[src/rtl/cmd_arbiter_pkg.sv]
// Shared definitions for the SD host CMD path arbiter.
// Contents:
//   cmdState_t          sequencer state encoding
//   STATUS_*_BIT        bit positions inside the 2-bit status word
//   CMD_GO_IDLE         index of CMD0, the only command sent without a response timeout
//   DEFAULT_GAP_CYCLES  default minimum idle clocks between commands (Ncc)
package definitionsCMDcontroller;

    typedef enum logic [2:0] {
        ST_IDLE   = 3'd0,
        ST_ISSUE  = 3'd1,
        ST_WAIT   = 3'd2,
        ST_REPORT = 3'd3,
        ST_GAP    = 3'd4
    } cmdState_t;

    localparam int STATUS_FAIL_BIT  = 0;
    localparam int STATUS_RETRY_BIT = 1;

    localparam logic [5:0] CMD_GO_IDLE = 6'd0;

    localparam int DEFAULT_GAP_CYCLES = 8;

endpackage

[src/rtl/cmd_rr_arbiter.sv]
// Two-way round-robin grant, purely combinational.
// Ports:
//   valid_i     request valids, bit N = port N
//   last_i      port that owned the most recent completed command
//   grant_o     some port is requesting
//   grantIdx_o  winning port (meaningful only while grant_o is high)
module cmd_rr_arbiter (
    input  logic [1:0] valid_i,
    input  logic       last_i,
    output logic       grant_o,
    output logic       grantIdx_o
);

    // The port that did not go last gets first pick; the last owner only wins
    // when it is the sole requester.
    always_comb begin
        grant_o    = |valid_i;
        grantIdx_o = last_i;
        if (valid_i[~last_i]) begin
            grantIdx_o = ~last_i;
        end
    end

endmodule

[src/rtl/counter.sv]
// Generic free-running up counter with synchronous clear.
// Ports:
//   clock    clock
//   reset    asynchronous active-low reset
//   clear_i  forces the count back to zero on the next edge (wins over enable_i)
//   enable_i advances the count by one
//   count_o  current count
module counter #(
    parameter int WIDTH = 8
) (
    input  logic             clock,
    input  logic             reset,
    input  logic             clear_i,
    input  logic             enable_i,
    output logic [WIDTH-1:0] count_o
);

    logic [WIDTH-1:0] count_q;

    // Count register: clear has priority so the owner can restart the count
    // in the same cycle it would otherwise have advanced.
    always_ff @(posedge clock or negedge reset) begin
        if (!reset) begin
            count_q <= '0;
        end else if (clear_i) begin
            count_q <= '0;
        end else if (enable_i) begin
            count_q <= count_q + 1'b1;
        end
    end

    assign count_o = count_q;

endmodule

[src/rtl/cmd_arbiter.sv]
// Sequencer and round-robin arbiter in front of cmd_controller. Two requesters
// (port 0 = data-transfer controller, port 1 = host register interface) share
// the controller; one command runs at a time, timeouts are retried up to
// MAX_RETRY times, and GAP_CYCLES idle clocks separate consecutive issues.
// Ports:
//   clock, reset                     clock, asynchronous active-low reset
//   reqN_valid/index/arg             command request from port N
//   reqN_ready                       one-cycle accept pulse to port N
//   reqN_done                        one-cycle completion pulse to port N
//   status                           bit0 final timeout, bit1 retry occurred
//   response                         last captured controller response
//   ctrl_idle/done/timeout/response  handshake from cmd_controller
//   ctrl_new_command                 one-cycle start pulse to cmd_controller
//   ctrl_index/arg                   latched command for cmd_controller
//   ctrl_timeout_enable              low only for CMD0
module cmd_arbiter
    import definitionsCMDcontroller::*;
#(
    parameter int MAX_RETRY  = 2,
    parameter int GAP_CYCLES = DEFAULT_GAP_CYCLES
) (
    input  logic         clock,
    input  logic         reset,
    input  logic         req0_valid,
    input  logic [5:0]   req0_index,
    input  logic [31:0]  req0_arg,
    input  logic         req1_valid,
    input  logic [5:0]   req1_index,
    input  logic [31:0]  req1_arg,
    output logic         req0_ready,
    output logic         req1_ready,
    output logic         req0_done,
    output logic         req1_done,
    output logic [1:0]   status,
    output logic [135:0] response,
    input  logic         ctrl_idle,
    input  logic         ctrl_done,
    input  logic         ctrl_timeout,
    input  logic [135:0] ctrl_response,
    output logic         ctrl_new_command,
    output logic [5:0]   ctrl_index,
    output logic [31:0]  ctrl_arg,
    output logic         ctrl_timeout_enable
);

    localparam logic [7:0] RETRY_LIMIT = 8'(MAX_RETRY);
    localparam logic [7:0] GAP_LAST    = 8'(GAP_CYCLES - 1);

    cmdState_t      state_q, state_d;
    logic           last_q, last_d;
    logic           owner_q, owner_d;
    logic [7:0]     retryCnt_q, retryCnt_d;
    logic           retryFlag_q, retryFlag_d;
    logic [5:0]     index_q, index_d;
    logic [31:0]    arg_q, arg_d;
    logic           toEnable_q, toEnable_d;
    logic [1:0]     status_q, status_d;
    logic [135:0]   response_q, response_d;
    logic           newCmd_q, newCmd_d;
    logic           ready0_q, ready0_d;
    logic           ready1_q, ready1_d;
    logic           done0_q, done0_d;
    logic           done1_q, done1_d;

    logic           grantValid;
    logic           grantIdx;
    logic [7:0]     gapCount;
    logic           gapDone;
    logic [5:0]     selIndex;

    cmd_rr_arbiter rrArbiter (
        .valid_i    ({req1_valid, req0_valid}),
        .last_i     (last_q),
        .grant_o    (grantValid),
        .grantIdx_o (grantIdx)
    );

    // The gap counter restarts on every entry to GAP and runs while there.
    counter #(
        .WIDTH (8)
    ) gapCounter (
        .clock    (clock),
        .reset    (reset),
        .clear_i  (state_q != ST_GAP),
        .enable_i (1'b1),
        .count_o  (gapCount)
    );

    assign gapDone  = (gapCount == GAP_LAST);
    assign selIndex = grantIdx ? req1_index : req0_index;

    // Next-state and registered-output logic. The start pulse is registered,
    // so it is armed on the edge that enters (or stays in) ISSUE using the
    // ctrl_idle seen at that edge, and ISSUE is left on the edge that ends the
    // pulse. Status is only committed on the final exit from WAIT so it stays
    // stable across retries of the same command.
    always_comb begin
        state_d     = state_q;
        last_d      = last_q;
        owner_d     = owner_q;
        retryCnt_d  = retryCnt_q;
        retryFlag_d = retryFlag_q;
        index_d     = index_q;
        arg_d       = arg_q;
        toEnable_d  = toEnable_q;
        status_d    = status_q;
        response_d  = response_q;
        newCmd_d    = 1'b0;
        ready0_d    = 1'b0;
        ready1_d    = 1'b0;
        done0_d     = 1'b0;
        done1_d     = 1'b0;

        unique case (state_q)
            ST_IDLE: begin
                if (grantValid) begin
                    owner_d     = grantIdx;
                    index_d     = selIndex;
                    arg_d       = grantIdx ? req1_arg : req0_arg;
                    toEnable_d  = (selIndex != CMD_GO_IDLE);
                    retryCnt_d  = '0;
                    retryFlag_d = 1'b0;
                    ready0_d    = ~grantIdx;
                    ready1_d    = grantIdx;
                    newCmd_d    = ctrl_idle;
                    state_d     = ST_ISSUE;
                end
            end

            ST_ISSUE: begin
                if (newCmd_q) begin
                    state_d = ST_WAIT;
                end else begin
                    newCmd_d = ctrl_idle;
                end
            end

            ST_WAIT: begin
                if (ctrl_done) begin
                    response_d                 = ctrl_response;
                    status_d[STATUS_FAIL_BIT]  = 1'b0;
                    status_d[STATUS_RETRY_BIT] = (retryCnt_q != '0);
                    done0_d                    = ~owner_q;
                    done1_d                    = owner_q;
                    last_d                     = owner_q;
                    state_d                    = ST_REPORT;
                end else if (ctrl_timeout) begin
                    if (retryCnt_q < RETRY_LIMIT) begin
                        retryCnt_d  = retryCnt_q + 1'b1;
                        retryFlag_d = 1'b1;
                        state_d     = ST_GAP;
                    end else begin
                        status_d[STATUS_FAIL_BIT]  = 1'b1;
                        status_d[STATUS_RETRY_BIT] = (retryCnt_q != '0);
                        done0_d                    = ~owner_q;
                        done1_d                    = owner_q;
                        last_d                     = owner_q;
                        state_d                    = ST_REPORT;
                    end
                end
            end

            ST_REPORT: begin
                state_d = ST_GAP;
            end

            ST_GAP: begin
                if (gapDone) begin
                    if (retryFlag_q) begin
                        retryFlag_d = 1'b0;
                        newCmd_d    = ctrl_idle;
                        state_d     = ST_ISSUE;
                    end else begin
                        state_d = ST_IDLE;
                    end
                end
            end

            default: begin
                state_d = ST_IDLE;
            end
        endcase
    end

    // State and output registers; reset abandons any in-flight command.
    always_ff @(posedge clock or negedge reset) begin
        if (!reset) begin
            state_q     <= ST_IDLE;
            last_q      <= 1'b1;
            owner_q     <= 1'b0;
            retryCnt_q  <= '0;
            retryFlag_q <= 1'b0;
            index_q     <= '0;
            arg_q       <= '0;
            toEnable_q  <= 1'b1;
            status_q    <= '0;
            response_q  <= '0;
            newCmd_q    <= 1'b0;
            ready0_q    <= 1'b0;
            ready1_q    <= 1'b0;
            done0_q     <= 1'b0;
            done1_q     <= 1'b0;
        end else begin
            state_q     <= state_d;
            last_q      <= last_d;
            owner_q     <= owner_d;
            retryCnt_q  <= retryCnt_d;
            retryFlag_q <= retryFlag_d;
            index_q     <= index_d;
            arg_q       <= arg_d;
            toEnable_q  <= toEnable_d;
            status_q    <= status_d;
            response_q  <= response_d;
            newCmd_q    <= newCmd_d;
            ready0_q    <= ready0_d;
            ready1_q    <= ready1_d;
            done0_q     <= done0_d;
            done1_q     <= done1_d;
        end
    end

    assign req0_ready          = ready0_q;
    assign req1_ready          = ready1_q;
    assign req0_done           = done0_q;
    assign req1_done           = done1_q;
    assign status              = status_q;
    assign response            = response_q;
    assign ctrl_new_command    = newCmd_q;
    assign ctrl_index          = index_q;
    assign ctrl_arg            = arg_q;
    assign ctrl_timeout_enable = toEnable_q;

endmodule

[config.mk]
export PLATFORM = sky130hd
export DESIGN_NAME = cmd_arbiter
export DESIGN_NICKNAME = d
export VERILOG_FILES = /design/src/rtl/cmd_arbiter_pkg.sv /design/src/rtl/cmd_rr_arbiter.sv /design/src/rtl/counter.sv /design/src/rtl/cmd_arbiter.sv
export SDC_FILE = /design/constraint.sdc
export NUM_CORES = 1
export LEC_CHECK = 0
export CAP_MARGIN = 0
export CORE_AREA = 2 2 155 157
export CTS_BUF_LIST = sky130_fd_sc_hd__clkbuf_8
export DETAILED_ROUTE_END_ITERATION = 10
export DIE_AREA = 0 0 157 159
export GPL_ROUTABILITY_DRIVEN = 0
export PLACE_DENSITY_LB_ADDON = 0.12
export SETUP_SLACK_MARGIN = 0.2
export SLEW_MARGIN = 10
export SYNTH_ARGS = -nofsm -noshare
export SYNTH_HDL_FRONTEND = slang
export SYNTH_SLANG_ARGS = --single-unit
[constraint.sdc]
create_clock -name clock -period 1.7 [get_ports clock]
set_input_delay 0.34 -clock clock [delete_from_list [all_inputs] [get_ports clock]]
set_output_delay 0.34 -clock clock [all_outputs]
set_load 0.005 [all_outputs]
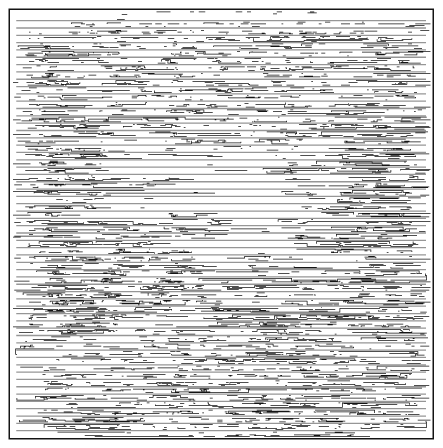
(run_1/met1.png)
Supply wires on this layer in gray.
nets with wire on the layer: 1173
share of all routed wire: 42%

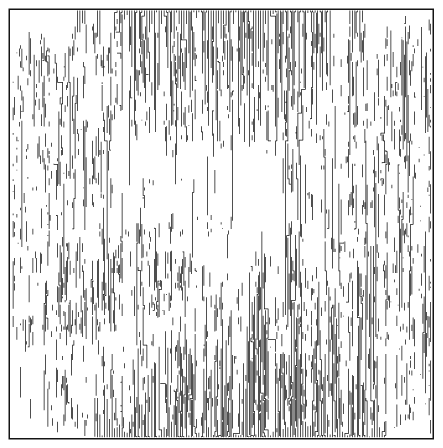
(run_1/met2.png)
longest straight run: 64.7 microns
wire length on this layer: 13100 microns
nets with wire on the layer: 1154

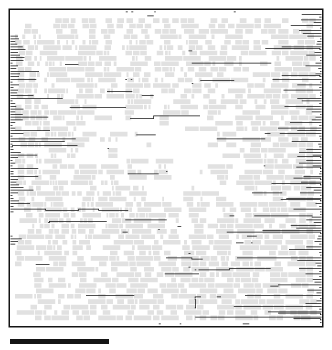
(run_1/met3.png)
The bar under the picture is 50 microns long.
main direction: horizontal
nets with wire on the layer: 203
share of all routed wire: 7.4%
wire length on this layer: 1990 microns
longest straight run: 63.2 microns

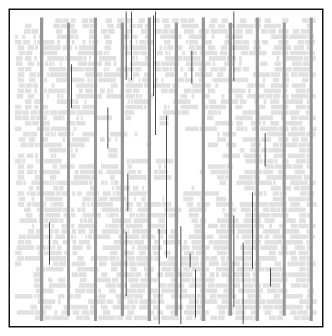
(run_1/met4.png)
Supply wires on this layer in gray.
main direction: vertical
wire length on this layer: 683 microns
longest straight run: 71.4 microns
nets with wire on the layer: 17

[run 1: power breakdown]
part           switching (W)  total [W]  leakage [nW]  internal (W)
sequential           0.00111    0.00812          2.55       0.00701
clock                0.00201    0.00449         0.415       0.00248
combinational        0.00376    0.00993          3.68       0.00618
total                0.00687     0.0225          6.65        0.0157
[run 1: cells by family after synthesis]
logic type      after synthesis
flops                       204
mux                         176
simple gates                100
compound gates               57
buf+inv                      37
xor+xnor                      6
fa+ha+maj                     3
[run 1: layer usage]
layer	part of all wire [%]	wire length, microns	up-vias	track usage, %
li1	-	-	3046	-
met1	42	11200	3140	23.4
met2	49	13100	248	32.4
met3	7.4	1990	47	6.12
met4	2.5	682	0	6.76
met5	0	0	-	0
[run 1: per-stage QoR]
step | cell area, sq um | TNS (ns) | cells
floorplan | 8310 | 0 | 583
global placement | 12800 | -41.94 | 1310
detailed placement | 12800 | -44.89 | 1310
CTS | 13700 | 0 | 1393
global route | 14300 | 0 | 1421
finish | 14300 | 0 | 1421
[run 1: worst paths after layout]
path	startpoint	endpoint	slack [ns]	cells past startpoint
worst min register to register	gapCounter.count_o[0]	gapCounter.count_o[0]	0.45	1
worst max register to register	state_q[2]	response[2]	0.06	5
worst min-delay path	reset	response[74]	0.31	2
worst max-delay path	state_q[2]	response[2]	0.06	5
max in group asynchronous	reset	response[32]	0.73	3
min in group clock	ctrl_idle	ctrl_new_command	0.40	3
[run 1: registers in the layout, summed over array words and instances (netlist names)]
signal and cells:
req0_ready 1, state_q 3, owner_q 1, gapCounter.count_o 8, ctrl_timeout_enable 1, status 2
retryCnt_q 8, ctrl_index 6, retryFlag_q 1, ctrl_new_command 1, req1_done 1, req1_ready 1
req0_done 1, last_q 1, ctrl_arg 32, response 136
==> metrics.log, run 1 <==
[metrics] run summary
INFO  metric status = finished, final reports clean
INFO  metric antenna_found_initial = 1
INFO  metric postSynthAreaPerCell = 14.2 sq um
INFO  metric post-cts-setup-buffer-count = 16
INFO  metric groute.usage.overall = 19.3%
INFO  metric die_h = 159 microns
INFO  metric synth_cell_type_count = 46
INFO  metric ctsHtreeMaxLevel = 2
INFO  metric placement.setup.worst_slack = -0.318 ns
INFO  metric layout.non_clock_inverters = 5
INFO  metric std_cell_rows = 56
INFO  metric final_hpwl_dp = 18000 microns
INFO  metric yosys_area = 8270 sq um
INFO  metric chip_area = 25000 sq um
INFO  metric power_per_cell_area = 1570 nW/um^2
INFO  metric critical_path_arrival = 2.03 ns
INFO  metric worst_setup_path_end_kind = flip-flop
INFO  metric drc_errors = 0
INFO  metric clock_sink_count = 204
INFO  metric detailroute.via_count = 6481
INFO  metric max_slew.worst_pin.slew = 0.452 ns
INFO  metric critPathTopFamily = flip-flops
INFO  metric final.signal_buffer_count = 487
INFO  metric cts.hold.buffers_added = 1
INFO  metric finalMaxSlewViolations = 0
INFO  metric synth.cellmix.xorXnorShare = 0.635%
INFO  metric cts_buffers = 37
INFO  metric area.sequential = 5110 sq um
INFO  metric buf_share = 33.2%
INFO  metric ctsResizeCount = 430
INFO  metric cap_viol_max_count = 0
INFO  metric layout_top_cell_excl_fill_tap = sky130_fd_sc_hd__clkdlybuf4s50_1
INFO  metric path_buffers = 2
INFO  metric setup_ws = 0.0564 ns
INFO  metric largest_net_degree_at_the_start_of_global_routing = 53
INFO  metric dominant_cells = registers
INFO  metric logic_family = multiplexers
INFO  metric synth_nets = 805
INFO  metric final_hold_viol_count = 0
INFO  metric tritoncts = done
INFO  metric enable_flop_cells = 0
INFO  metric pin_count = 401
INFO  metric synthAdderAreaFrac = 0.454%
INFO  metric holdCritPathClass = primary input to async pin
INFO  metric insertion_delay = 0.52 ns
INFO  metric die_x = 157 microns
INFO  metric timing.clock.skew = 0.0204 ns
INFO  metric timing.max_slew.rel_slack = 69.8%
==> run_1/final_clocks.png <==
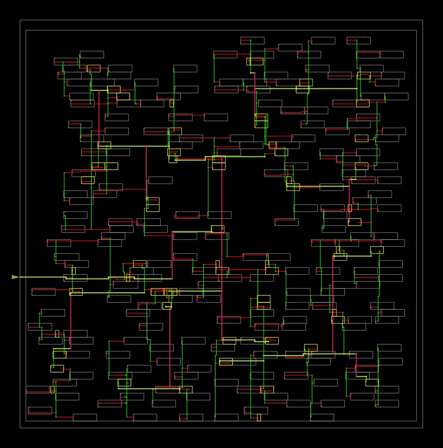

--- run 2 (diff from run 1) ---
--- a/config.mk
+++ b/config.mk
@@ -8,6 +8,7 @@
 export CAP_MARGIN = 0
 export CORE_AREA = 2 2 155 157
 export CTS_BUF_LIST = sky130_fd_sc_hd__clkbuf_8
+export CTS_CLUSTER_SIZE = 14
 export DETAILED_ROUTE_END_ITERATION = 10
 export DIE_AREA = 0 0 157 159
 export GPL_ROUTABILITY_DRIVEN = 0
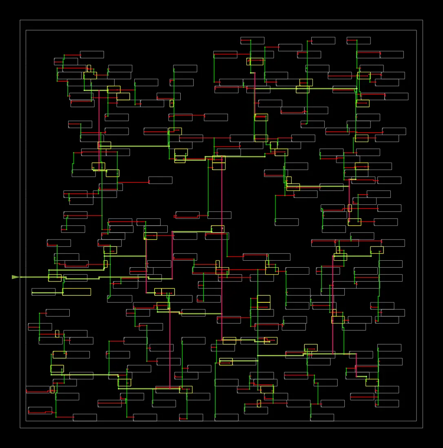
(run_2/final_clocks.png)
clock latency on the worst-skew pair: 0.52 ns
Sinks on Clock Net: 204
clock buf count: 45
clock distribution power: 0.00454 W

==> run 2 against run 1 <==
Combinational power hardly changed; clock-buffer cell count fell by 2; critical path type unchanged; synthesized area is the same; via count increased by 0.93%; clock power increased by 1%.
==> metrics.log, run 2 <==
[metrics] run summary
INFO  metric status = finished, final reports clean (unchanged)
INFO  metric finalNonFillerCells = 1426 (was 1421)
INFO  metric timing.max_slew.rel_slack = 69.2% (was 69.8%)
INFO  metric timing.clock.skew = 0.0172 ns (was 0.0204 ns)
INFO  metric capturing_instance_or_port_of_the_critical_path = response[63] (was response[2])
INFO  metric critical_path_arrival = 2.05 ns (was 2.03 ns)
INFO  metric yosys_area = 8270 sq um (unchanged)
INFO  metric layout_top_cell_excl_fill_tap = sky130_fd_sc_hd__clkdlybuf4s50_1 (unchanged)
INFO  metric final_hpwl_dp = 18000 microns (unchanged)
INFO  metric ctsHtreeMaxLevel = 2 (unchanged)
INFO  metric drc_errors = 0 (unchanged)
INFO  metric final_hold_viol_count = 0 (unchanged)
INFO  metric setup_ws = 0.0496 ns (was 0.0564 ns)
INFO  metric placement.setup.worst_slack = -0.318 ns (unchanged)
INFO  metric max_slew.worst_pin.slew = 0.456 ns (was 0.452 ns)
INFO  metric post_route_cell_area = 14300 sq um (about the same)
INFO  metric cap_viol_max_count = 0 (unchanged)
INFO  metric pin_count = 401 (unchanged)
INFO  metric enable_flop_cells = 0 (unchanged)
INFO  metric synth_cell_type_count = 46 (unchanged)
INFO  metric crit_reg_reg_startpoint = state_q[2] (unchanged)
INFO  metric largest_register_ffs = 136 (unchanged)
INFO  metric number_of_placed_instances_taps_included = 1310 (unchanged)
INFO  metric chip_area = 25000 sq um (unchanged)
INFO  metric groute.usage.overall = 19.5% (was 19.3%)
INFO  metric std_cell_rows = 56 (unchanged)
INFO  metric reg2regPathDepth = 5 (unchanged)
INFO  metric cts_buffers = 37 (unchanged)
INFO  metric largest_net_degree_at_the_start_of_global_routing = 53 (unchanged)
INFO  metric die_h = 159 microns (unchanged)
run 2: cell counts after synthesis:
Identical to the previous run, type by type.
run 2: per-layer routing:
| metal | track usage (%) | wire length, microns | vias up |
|---|---|---|---|
| li1 | - | - | 3067 |
| met1 | 23.3 | 11200 | 3177 |
| met2 | 33.0 | 13500 | 248 |
| met3 | 6.29 | 2000 | 49 |
| met4 | 6.96 | 775 | 0 |
| met5 | 0 | 0 | - |
run 2: worst min-delay path by stage:
stage,from,endpoint,cells past startpoint
2_1_floorplan,reset,ctrl_arg[0],0
3_3_place_gp,reset,response[74],1
3_5_place_dp,reset,response[74],1
4_1_cts,reset,response[74],2
5_1_grt,reset,response[74],2
6_report,reset,response[74],2
run 2: report_power, final:
group	internal [W]	total (W)	switching, W
registers	0.00701	0.00811	0.00109
clock network	0.00254	0.00454	0.00199
logic	0.00616	0.0100	0.00384
total	0.0157	0.0226	0.00693
run 2: timing repair:
action	CTS	global route
pin swaps	3	1
cloned	3	16
resized	434	194
hold buffers	1	0
endpoints found under the hold margin	39	0
endpoints found under the setup margin	366	266
setup buffers	19	14
run 2: cell type report:
class                   instances  area (sq um)
repair buffers                492          4750
flip-flops and latches        204          5110
well taps                     319           399
diodes                          1          2.50
fillers                      1921          8870
clock inverters                17           106
inverters                       5          18.8
clock buffers                  45           619
multi-input cells             343          3310
run 2: cells by family after synthesis:
kind of cell / Yosys count / share of synthesized area, %
AOI/OAI and AO/OA: 57 / 4.07
xor gates and xnor gates: 6 / 0.635
adders and majority gates: 3 / 0.454
buffers and inverters: 37 / 3.66
DFF: 204 / 61.8
muxes: 176 / 23.4
and+or+nand+nor: 100 / 6.04
run 2: critical path: cells and delay by family (launching register included):
kind,cells,cell delay [ns]
flops,1,0.45
buf+inv,2,0.34
mux,1,0.35
simple gates,2,0.37
Power and IR drop assume default switching activity.
